<file path="src/rtl/spi_rx_ctrl.sv">
// spi_rx_ctrl: SPI master receive controller with an integrated receive FIFO.
// On a start request it drops chip-select, generates SCLK in the latched
// CPOL/CPHA mode, shifts receive_len_i words in MSB-first from sdi_i, pushes
// each word into the FIFO and pulses rx_ctrl_eot_o when the transfer is done.
//
// Ports:
//   clk_i, rstn_i    clock, asynchronous active-low reset
//   rdata_o          FIFO read data, valid the cycle after rd_en_i
//   rd_en_i          FIFO read strobe (ignored while empty)
//   empty_o, full_o  FIFO flags
//   elements_o       FIFO occupancy
//   cpol_i, cpoa_i   SPI clock polarity / phase, latched while idle
//   sdi_i            serial data in, synchronous to clk_i
//   spi_bus_clk_o    SCLK
//   cs_n_o           chip-select, active-low
//   receive_len_i    words per transfer, latched while idle
//   rx_ctrl_st_i     start request, acted on while idle
//   rx_ctrl_eot_o    one-cycle end-of-transfer pulse
//   rx_busy_o        high whenever the controller is not idle
module spi_rx_ctrl #(
    parameter int          DLY          = 1,
    parameter int unsigned SPI_RX_DWIDE = 32,
    parameter int unsigned FIFO_DEPTH   = 32,
    parameter int unsigned CLK_DIV      = 4
) (
    input  logic                        clk_i,
    input  logic                        rstn_i,
    output logic [SPI_RX_DWIDE-1:0]     rdata_o,
    input  logic                        rd_en_i,
    output logic                        empty_o,
    output logic                        full_o,
    output logic [$clog2(FIFO_DEPTH):0] elements_o,
    input  logic                        cpol_i,
    input  logic                        cpoa_i,
    input  logic                        sdi_i,
    output logic                        spi_bus_clk_o,
    output logic                        cs_n_o,
    input  logic [31:0]                 receive_len_i,
    input  logic                        rx_ctrl_st_i,
    output logic                        rx_ctrl_eot_o,
    output logic                        rx_busy_o
);

    localparam int unsigned W    = SPI_RX_DWIDE;
    localparam int unsigned AW   = $clog2(FIFO_DEPTH);
    localparam int unsigned CW   = AW + 1;
    localparam int unsigned DIVW = (CLK_DIV > 1) ? $clog2(CLK_DIV) : 1;
    localparam int unsigned BITW = $clog2(SPI_RX_DWIDE + 1);
    localparam int unsigned LENW = 32;

    // Reject illegal parameterisations at elaboration. DLY is accepted for
    // interface compatibility only; the RTL itself carries no delays.
    if (DLY < 0 || SPI_RX_DWIDE < 2 || FIFO_DEPTH < 2 || CLK_DIV < 1 ||
        (FIFO_DEPTH & (FIFO_DEPTH - 1)) != 0) begin : g_param_check
        $error("spi_rx_ctrl: illegal parameter value");
    end

    typedef enum logic [2:0] {
        RX_IDLE,
        RX_WAIT,
        RX_SHIFT,
        RX_PUSH,
        RX_EOT
    } state_e;

    // Control path state
    state_e            state_q, state_d;
    logic              cpol_q, cpol_d;
    logic              cpha_q, cpha_d;
    logic [LENW-1:0]   len_q, len_d;
    logic [LENW-1:0]   cnt_q, cnt_d;
    logic [DIVW-1:0]   div_q, div_d;
    logic              phase_q, phase_d;
    logic [BITW-1:0]   bit_q, bit_d;
    logic [W-1:0]      shift_q, shift_d;
    logic              sclk_q, sclk_d;
    logic              cs_n_q, cs_n_d;
    logic              eot_q, eot_d;
    logic              busy_q, busy_d;
    logic              push_c;

    // FIFO state
    logic [W-1:0]      mem_q [FIFO_DEPTH];
    logic [AW-1:0]     wr_ptr_q, wr_ptr_d;
    logic [AW-1:0]     rd_ptr_q, rd_ptr_d;
    logic [CW-1:0]     count_q, count_d;
    logic              empty_q, empty_d;
    logic              full_q, full_d;
    logic [W-1:0]      rdata_q, rdata_d;
    logic              pop_c;

    // Control state register
    always_ff @(posedge clk_i or negedge rstn_i) begin
        if (!rstn_i) begin
            state_q <= RX_IDLE;
            cpol_q  <= 1'b0;
            cpha_q  <= 1'b0;
            len_q   <= '0;
            cnt_q   <= '0;
            div_q   <= '0;
            phase_q <= 1'b0;
            bit_q   <= '0;
            shift_q <= '0;
            sclk_q  <= 1'b0;
            cs_n_q  <= 1'b1;
            eot_q   <= 1'b0;
            busy_q  <= 1'b0;
        end else begin
            state_q <= state_d;
            cpol_q  <= cpol_d;
            cpha_q  <= cpha_d;
            len_q   <= len_d;
            cnt_q   <= cnt_d;
            div_q   <= div_d;
            phase_q <= phase_d;
            bit_q   <= bit_d;
            shift_q <= shift_d;
            sclk_q  <= sclk_d;
            cs_n_q  <= cs_n_d;
            eot_q   <= eot_d;
            busy_q  <= busy_d;
        end
    end

    // Next-state, SCLK generation, sampling and registered-output decode
    always_comb begin
        state_d = state_q;
        cpol_d  = cpol_q;
        cpha_d  = cpha_q;
        len_d   = len_q;
        cnt_d   = cnt_q;
        div_d   = div_q;
        phase_d = phase_q;
        bit_d   = bit_q;
        shift_d = shift_q;
        push_c  = 1'b0;

        case (state_q)
            RX_IDLE: begin
                cpol_d  = cpol_i;
                cpha_d  = cpoa_i;
                len_d   = receive_len_i;
                div_d   = '0;
                phase_d = 1'b0;
                bit_d   = '0;
                if (rx_ctrl_st_i) begin
                    cnt_d = '0;
                    // Decide on the length value being latched at this edge.
                    state_d = (receive_len_i == '0) ? RX_EOT : RX_WAIT;
                end
            end

            RX_WAIT: begin
                div_d   = '0;
                phase_d = 1'b0;
                bit_d   = '0;
                if (!full_q) begin
                    state_d = RX_SHIFT;
                end
            end

            RX_SHIFT: begin
                if (div_q == DIVW'(CLK_DIV - 1)) begin
                    div_d   = '0;
                    phase_d = ~phase_q;
                    // phase 0 -> leading edge (CPHA=0), phase 1 -> trailing (CPHA=1)
                    if (phase_q == cpha_q) begin
                        shift_d = {shift_q[W-2:0], sdi_i};
                    end
                    if (phase_q) begin
                        bit_d = bit_q + BITW'(1);
                        if (bit_q == BITW'(SPI_RX_DWIDE - 1)) begin
                            state_d = RX_PUSH;
                        end
                    end
                end else begin
                    div_d = div_q + DIVW'(1);
                end
            end

            RX_PUSH: begin
                push_c  = 1'b1;
                cnt_d   = cnt_q + LENW'(1);
                state_d = (cnt_d == len_q) ? RX_EOT : RX_WAIT;
            end

            RX_EOT: begin
                state_d = RX_IDLE;
            end

            default: begin
                state_d = RX_IDLE;
            end
        endcase

        // Outputs are registered from next-state values so they line up with the state.
        sclk_d = phase_d ^ cpol_d;
        cs_n_d = !((state_d == RX_WAIT) || (state_d == RX_SHIFT) || (state_d == RX_PUSH));
        eot_d  = (state_d == RX_EOT);
        busy_d = (state_d != RX_IDLE);
    end

    // FIFO pointer/occupancy next-state
    always_comb begin
        pop_c    = rd_en_i && !empty_q;
        wr_ptr_d = wr_ptr_q;
        rd_ptr_d = rd_ptr_q;
        count_d  = count_q;
        rdata_d  = rdata_q;

        if (push_c) begin
            wr_ptr_d = wr_ptr_q + AW'(1);
        end
        if (pop_c) begin
            rd_ptr_d = rd_ptr_q + AW'(1);
            rdata_d  = mem_q[rd_ptr_q];
        end

        case ({push_c, pop_c})
            2'b10:   count_d = count_q + CW'(1);
            2'b01:   count_d = count_q - CW'(1);
            default: count_d = count_q;
        endcase

        empty_d = (count_d == '0);
        full_d  = (count_d == CW'(FIFO_DEPTH));
    end

    // FIFO control registers
    always_ff @(posedge clk_i or negedge rstn_i) begin
        if (!rstn_i) begin
            wr_ptr_q <= '0;
            rd_ptr_q <= '0;
            count_q  <= '0;
            empty_q  <= 1'b1;
            full_q   <= 1'b0;
            rdata_q  <= '0;
        end else begin
            wr_ptr_q <= wr_ptr_d;
            rd_ptr_q <= rd_ptr_d;
            count_q  <= count_d;
            empty_q  <= empty_d;
            full_q   <= full_d;
            rdata_q  <= rdata_d;
        end
    end

    // FIFO storage; contents are don't-care until written, so no reset
    always_ff @(posedge clk_i) begin
        if (push_c) begin
            mem_q[wr_ptr_q] <= shift_q;
        end
    end

    assign rdata_o       = rdata_q;
    assign empty_o       = empty_q;
    assign full_o        = full_q;
    assign elements_o    = count_q;
    assign spi_bus_clk_o = sclk_q;
    assign cs_n_o        = cs_n_q;
    assign rx_ctrl_eot_o = eot_q;
    assign rx_busy_o     = busy_q;

endmodule

</file>
<file path="config.mk">
export PLATFORM = sky130hd
export DESIGN_NAME = spi_rx_ctrl
export DESIGN_NICKNAME = d
export VERILOG_FILES = /design/src/rtl/spi_rx_ctrl.sv
export SDC_FILE = /design/constraint.sdc
export NUM_CORES = 1
export LEC_CHECK = 0
export CAP_MARGIN = 10
export CORE_ASPECT_RATIO = 1.5
export CORE_MARGIN = 2
export CORE_UTILIZATION = 55
export DETAILED_ROUTE_END_ITERATION = 10
export PLACE_DENSITY = 0.72
export SLEW_MARGIN = 20
export SYNTH_ARGS = -nofsm -noshare
export SYNTH_HDL_FRONTEND = slang
export SYNTH_SLANG_ARGS = --single-unit
export TNS_END_PERCENT = 1
</file>
<file path="constraint.sdc">
create_clock -name clk_i -period 8.7 [get_ports clk_i]
set_input_delay 1.74 -clock clk_i [delete_from_list [all_inputs] [get_ports clk_i]]
set_output_delay 1.74 -clock clk_i [all_outputs]
set_load 0.05 [all_outputs]
</file>
==> GITHUB_STEP_SUMMARY, run 1 <==
## Implementation flow summary

| Metric | Value |
|---|---|
| Outcome | finished, final reports clean |
| Final period utilization | 0.510 |
| Vias per cell | 6.38 |
| Final Max Tran Viols | 0 |
| Total I/O pin count | 83 |
| Peak supply drop | 0.319 mV |
| Syn avg cell area | 20.7 um2 |
| Slew at the pin closest to its max-slew limit | 1100 ps |
| Placer Congestion | 0.836 |
| Critical Path AT | 5050 ps |
| Clk pin slew, worst setup/hold paths | 60 ps |
| GRT met3 Usage | 0.0412 |
| Simple Share, Synth | 0.0309 |
| Layout Area Growth over Synthesis | 12.3% |
| Fin nets | 2435 |
| Resized Gates After CTS | 0 |
| Syn Nets | 2326 |
| R2r setup slk | 4530 ps |
| Reg2Reg Depth | 14 |
| GR Util met2 | 0.438 |
| MUX area fraction | 0.177 |
| Crit path kind | in -> reg |
| ANT cells | 0 |
| DRC | 0 |
| # rows | 131 |
| Antenna viol nets, final | 0 |
| Final Total Pwr | 15100 uW |
| Main logic family | multiplexers |
| Pwr/cell area | 286 nW/um2 |
| Leak | 0.0176 uW |
| FF-to-FF Start | state_q[1]$_DFF_PN0_ |
| Post-layout minimum cycle time | 4430 ps |
| Worst min-delay path startpoint | rd_ptr_q[4]$_DFFE_PN0P_ |
| Placed inst area | 49300 um2 |
| RSZ-0062 raised after global routing | false |
| Final hold slack | 472 ps |
| Post-route cell area | 52700 um2 |
| Hold buffer count at CTS | 0 |
| Setup TNS | 0 ps |
| Ys async rst share | 0.138 |
| Share of layout cells above drive strength 1 | 0.264 |
| Synth Area in XOR/XNOR | 0.0114 |
| First-pass GRT wire length | 158000 um |
| Die Ht | 362 um |
| Crit path capture | full_o$_DFF_PN0_ |
| OpenROAD warning count | 32 |
| DRT Pass-1 Iters | 5 |
| Post-Syn Instances | 2273 |
| Largest net degree at the start of global routing | 133 |
| Setup crit start | rd_en_i |
| Yosys Instances | 2273 |
| DR iter-0 viols | 2408 |
| H-tree levels | 3 |
| Worst Hold End | rd_ptr_q[4]$_DFFE_PN0P_ |
| Fp util | 0.554 |
| Number of antenna violations at the first check in global routing | 0 |
| Setup slack at placement | 3580 ps |
| Setup bufs post-CTS | 0 |
| Syn. warnings | 0 |
| Synthesis area per yosys | 46900 um2 |
| Critical Path RT | 9310 ps |
| Root Driver | clkbuf_16 |
| Worst Setup End Kind | register |
| Met1 usage | 0.317 |
| CTS Buffer Depth | 3 |
| Area fraction in compound gates after synthesis | 0.0217 |
| Post-synth EDFFs | 1024 |
| Final setup violation count | 0 |
| Final setup margin | 4270 ps |
| Worst Hold Path Cells | 1 |
| Reg-to-Reg End | full_o$_DFF_PN0_ |
| Number of max-cap violations | 0 |
| I/O Buffers | 82 |
| TritonCTS clock tree | yes |
| Final Hold Viols | 0 |
| FMAX | 226 MHz |
| Number of global-route vias before repair | 23.9k |
| Top FF cell, synth | edfxtp_1 |
| Yosys reg bits | 1188 |
| Startpoint Class | input pin |
| Post-synth seq share | 0.742 |
| Chip area | 87800 um2 |
| Core area | 84700 um2 |
==> run 1: worst max-delay path, stage by stage <==
cell	delay [ps]
clkdlybuf4s50_1	450
nand2b_4	620
inv_1	230
ha_1	370
ha_1	310
a21o_1	150
a21oi_1	240
o21bai_1	100
a21oi_1	210
mux2i_1	250
xnor2_1	190
nor2b_1	180
==> run 1: placed cells by master, fill, tap and decap left out, types with 16 or more instances in the layout <==
cell type / instances
a21oi_1: 16
clkbuf_8: 18
xnor2_1: 47
clkbuf_1: 31
mux2_2: 68
nor2_1: 49
mux4_2: 320
clkdlybuf4s50_1: 81
dfrtp_1: 157
buf_4: 44
nand2_1: 86
o21ai_0: 93
nand4_1: 18
clkbuf_16: 104
mux2i_1: 35
nor2_4: 32
nand3_1: 20
edfxtp_1: 1024
==> run 1: synth_stat cells (6+ instances only) <==
master / instances / area (um2)
mux2_2: 68 / 766
dfrtp_1: 162 / 4050
and3_1: 8 / 50.1
nor4_1: 9 / 56.3
nand2_1: 86 / 323
mux4_2: 320 / 7210
nor3_1: 9 / 45.0
xor2_1: 14 / 123
a21oi_1: 16 / 80.1
buf_1: 23 / 86.3
inv_1: 11 / 41.3
edfxtp_1: 1024 / 30700
o21ai_0: 93 / 465
nor2_1: 81 / 304
xnor2_1: 47 / 412
a22o_1: 6 / 52.6
o31ai_1: 13 / 97.6
nand4_1: 18 / 113
nand3_1: 20 / 100
ha_1: 13 / 163
nand3b_1: 6 / 45.0
mux2i_1: 35 / 350
clkbuf_1: 89 / 334
==> run 1: kinds of logic (layout without fill, tap and decap cells) <==
logic type               count (synthesis)  in the layout
XOR/XNOR                                61             61
flip-flops                            1188           1188
AND-OR/OR-AND                          167            167
buffers and inverters                  137            334
AND/OR/NAND/NOR                        283            283
adder cells (fa/ha/maj)                 14             14
multiplexers                           423            423
==> run 1: state kept, by name, summed over array words and instances (netlist names) <==
signal / count
empty_o: 1
cpha_q: 1
cs_n_o: 1
wr_ptr_q: 5
rd_ptr_q: 5
state_q: 3
bit_q: 6
shift_q: 32
elements_o: 6
div_q: 2
rx_busy_o: 1
mem_q: 1024
rdata_o: 32
cnt_q: 32
phase_q: 1
full_o: 1
rx_ctrl_eot_o: 1
spi_bus_clk_o: 1
len_q: 32
cpol_q: 1
==> run 1: stage by stage <==
stage                     cells   util
final                      3600  0.622
after global placement     3407  0.582
after floorplan            2273      -
after detailed placement   3407  0.582
after CTS                  3600  0.622
after global routing       3600  0.622
==> run 1: where the power goes <==
group | switching (uW) | total (uW) | internal [uW]
clock | 2010 | 4610 | 2600
sequential | 513 | 6990 | 6470
combinational | 1910 | 3490 | 1580
==> run 1: cell type report <==
class	count	area, um2
clock buffers	152	2950
clock inverters	41	465
fillers	5697	32000
inverters	12	45.0
multi-input cells	948	11800
flip-flops and latches	1188	34900
well taps	1130	1410
repair buffers	129	1210
==> run 1: routing by layer <==
metal  up-vias  wire (um)
li1       9562          -
met1     12198      38800
met2      1004      57300
met3       190       7660
met4         0       3600
met5         -          0
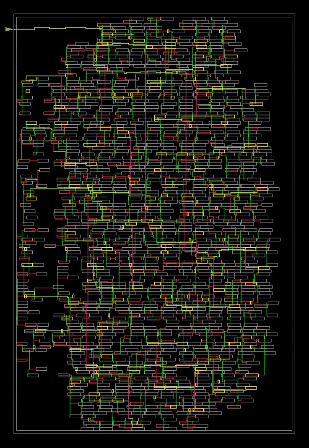
Fig. 1. The clock network (run 1).
clk ins delay skew pair: 690 ps
Max Clock Skew: 23.3 ps
Num CTS Buffers: 103
flop count: 1188
clock network power: 4610 uW

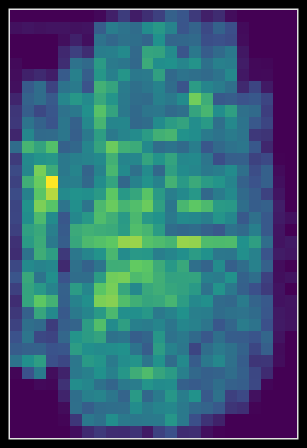
Fig. 2. Routed metal per tile (run 1).
24 x 36 tiles, from dark purple (low) to yellow (high), scaled to the fullest tile. Values are wire area over tile area, all layers added.
tiles over half the peak	23%
densest ninth of the die	center
mean over tiles	0.20
fullest tile	0.58
nearly empty tiles	13%
Vias: 23.0k
WL per Instance: 29.8 um
GRT Total Usage: 0.249
DRT Wirelength: 107000 um

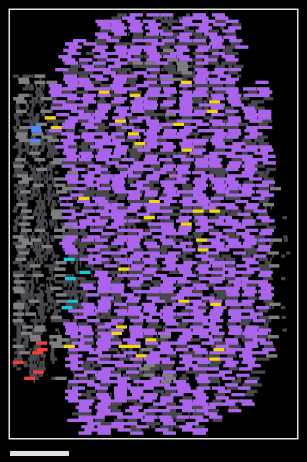
Fig. 3. Register map, names as in the netlist (run 1).
Bar = 50 um. Other sequential cells in the stronger gray, the rest of the logic in the fainter gray.
signal	color	sequential cells
`elements_o`	red	6
`state_q`	blue	3
`wr_ptr_q`	cyan	5
`shift_q`	yellow	32
`mem_q`	purple	1024
not colored	118
Seq area share: 0.661
P_seq: 6990 uW
register area: 34900 um2

Fig. 4: run 1, placement density heat map
Bar = 50 um. 24 x 36 tiles, from dark purple (low) to yellow (high), 0 to 100% covered.
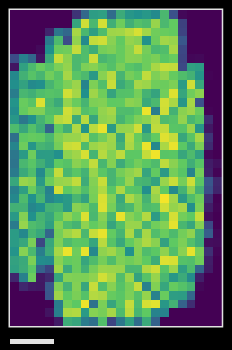

==> run 1 -> run 2 <==
PLACE_DENSITY = 0.74   (was 0.72)
clock period = 3.7 ns   (was 8.7 ns; I/O delays follow)
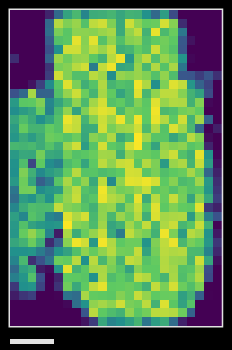
Fig. 5. Placement density heat map (run 2).
Bar = 50 um. 24 x 36 tiles, from dark purple (low) to yellow (high), 0 to 100% covered.
mean over tiles	59%
fullest tile	100%
nearly empty tiles	13%
tiles over 75% full	40%
core area: 84700 um2
fp util: 0.554
Util after Layout: 0.632

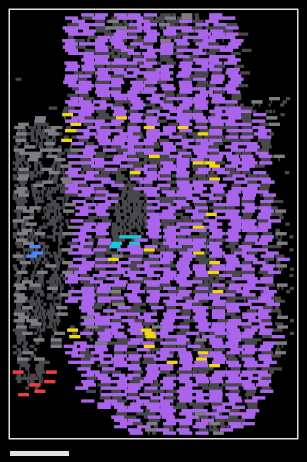
Fig. 6. Register map, names as in the netlist (run 2).
Bar = 50 um. Other sequential cells in the stronger gray, the rest of the logic in the fainter gray.
signal	color	sequential cells
`shift_q`	yellow	32
`wr_ptr_q`	cyan	5
`state_q`	blue	3
`mem_q`	purple	1024
`elements_o`	red	6
P_seq: 16200 uW
Seq area share: 0.651
register area: 34900 um2

==> GITHUB_STEP_SUMMARY, run 2 <==
## Implementation flow summary

| Metric | Value |
|---|---|
| Outcome | finished, final reports clean |
| First-pass GRT wire length | 168000 um |
| Number of global-route vias before repair | 25.0k |
| DRT Pass-1 Iters | 7 |
| Number of max-cap violations | 0 |
| Reg2Reg Depth | 8 |
| Setup bufs post-CTS | 0 |
| Slowest-stage cell, CP | or4_1 |
| Ys async rst share | 0.138 |
| DR iter-0 viols | 2753 |
| Final Hold Viols | 0 |
| Vias per cell | 6.46 |
| Top cells by count | 1024 x edfxtp_1, 320 x mux4_2, 162 x dfrtp_1 |
| Largest net degree at the start of global routing | 67 |
| Slew at the pin closest to its max-slew limit | 1050 ps |
| Total I/O pin count | 83 |
| Final setup violation count | 0 |
| Number of antenna violations at the first check in global routing | 0 |
| Top cells excl fill/tap | 1024 x edfxtp_1, 320 x mux4_2, 155 x dfrtp_1 |
| Startpoint Class | register |
| DRC | 0 |
| Placed inst area | 50100 um2 |
| Syn. warnings | 0 |
| Top-count cell post-synth | edfxtp_1 |
| Resized Gates After CTS | 0 |
| Synthesis area per yosys | 46900 um2 |
| Setup crit start | cnt_q[1]$_DFFE_PN0P_ |
| Fin nets | 2491 |
| Cell taking the most area after synthesis | edfxtp_1 |
| Max FFs per register | 1024 |
| Root Driver | clkbuf_16 |
| Critical Path RT | 4290 ps |
| Post-Syn Instances | 2273 |
| Top FF cell, synth | edfxtp_1 |
| H-tree levels | 3 |
| Hold buffer count at CTS | 0 |
| Chip area | 87800 um2 |
| Worst path max stage delay | 680 ps |
| Max Clock Skew | 39.0 ps |
| Syn Nets | 2326 |
| Placer Congestion | 0.864 |
| Worst Setup End Kind | register |
| Gate Area | 11800 um2 |
| Buf+Inv Stages, Crit Path | 0 |
| R2r setup slk | 260 ps |
| Largest Register | mem_q |
| WL per Instance | 31.2 um |
| ANT cells | 0 |
| Peak supply drop | 0.541 mV |
| Antenna viol nets, final | 0 |
| Post-synth seq share | 0.742 |
| MUX area fraction | 0.177 |
| CP top delay family | simple AND/OR/NAND/NOR gates |
| Setup TNS | 0 ps |
| Num CTS Buffers | 103 |
| RSZ-0062 raised after global routing | false |
| Yosys Instances | 2273 |
| Fillers | 5584 |
| Simple Share, Synth | 0.0309 |
| Post-route cell area | 53600 um2 |
| Main logic family | multiplexers |
| FF-to-FF Start | cnt_q[1]$_DFFE_PN0P_ |
| CTS Buffer Depth | 3 |
| Yosys reg bits | 1188 |
| Synth Area in XOR/XNOR | 0.0114 |
| Area fraction in compound gates after synthesis | 0.0217 |
| Crit path kind | reg -> reg |
| Reg-to-Reg End | state_q[0]$_DFF_PN0_ |
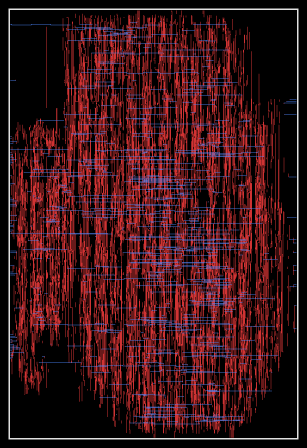
Fig. 7. Routed metal, one color a layer (run 2).
Only two layers are drawn.
layer	color	wire length
met2	red	62.1 mm
met3	blue	8650 um
GRT Total Usage: 0.267
DRT Wirelength: 114000 um

-- run 2: cell types whose count changed in the layout (fill, tap and decap cells not counted), moves of 3 or more --
cell        previous run  this run
clkbuf_8              18         7
clkinv_2              10        20
buf_12                 3        35
buf_4                 44        68
clkinvlp_4             3         8
clkinv_1              10        13
inv_6                  5         1
-- run 2: cell families after synthesis --
logic type,after synthesis
AND-OR/OR-AND,167
multiplexers,423
adder cells (fa/ha/maj),14
flip-flops,1188
buffers and inverters,137
AND/OR/NAND/NOR,283
XOR/XNOR,61
-- run 2: how the worst min path moves through the flow --
| stage | startpoint | endpoint | cells after the start |
|---|---|---|---|
| floorplan | rstn_i | bit_q[0]$_DFFE_PN0P_ | 0 |
| global placement | rdata_o[20]$_DFFE_PN0P_ | rdata_o[20]$_DFFE_PN0P_ | 2 |
| detailed placement | rdata_o[18]$_DFFE_PN0P_ | rdata_o[18]$_DFFE_PN0P_ | 2 |
| CTS | rstn_i | bit_q[4]$_DFFE_PN0P_ | 1 |
| global route | rstn_i | cnt_q[26]$_DFFE_PN0P_ | 1 |
| finish | rstn_i | rdata_o[27]$_DFFE_PN0P_ | 1 |
-- run 2: cell type report --
type	instances	share of cell area
sequential	1188	0.651
multi-input combinational	948	0.220
tap	1130	0.0264
timing repair buffer	185	0.0380
inverter	12	0.000841
clock inverter	55	0.0111
clock buffer	141	0.0531
-- run 2: worst register-to-register path: stages, from the launching register on --
cell,delay [ps]
dfrtp_1,490
ha_1,440
nand4_4,190
or4_1,680
nor2_2,260
a41oi_1,220
a2111o_1,400
or4_4,430
o22a_1,210
-- run 2: report_power, final --
group / internal (uW) / switching (uW)
sequential: 15200 / 946
clock: 6120 / 4860
combinational: 4280 / 5060
total: 25600 / 10900
-- run 2: metal layers --
| metal | part of all wire | GRT usage | routed length (um) | vias to the layer above |
|---|---|---|---|---|
| met1 | 0.34 | 0.324 | 38900 | 12497 |
| li1 | - | - | - | 9672 |
| met5 | 0 | 0 | 0 | - |
| met4 | 0.039 | 0.105 | 4480 | 0 |
| met3 | 0.076 | 0.0426 | 8650 | 236 |
| met2 | 0.54 | 0.479 | 62100 | 1227 |
-- run 2: metrics by stage --
step,hold slack [ps],power (uW),setup slack (ps),utilization,std cells
final,25.6,36500,263,0.632,3659
after detailed placement,473,25800,354,0.592,3463
after floorplan,444,22600,441,-,2273
after global routing,45.9,37800,125,0.632,3659
after global placement,461,25700,370,0.592,3463
after CTS,15.2,36800,329,0.632,3659
Power figures rest on the tool's default switching activity, not on a simulated workload.
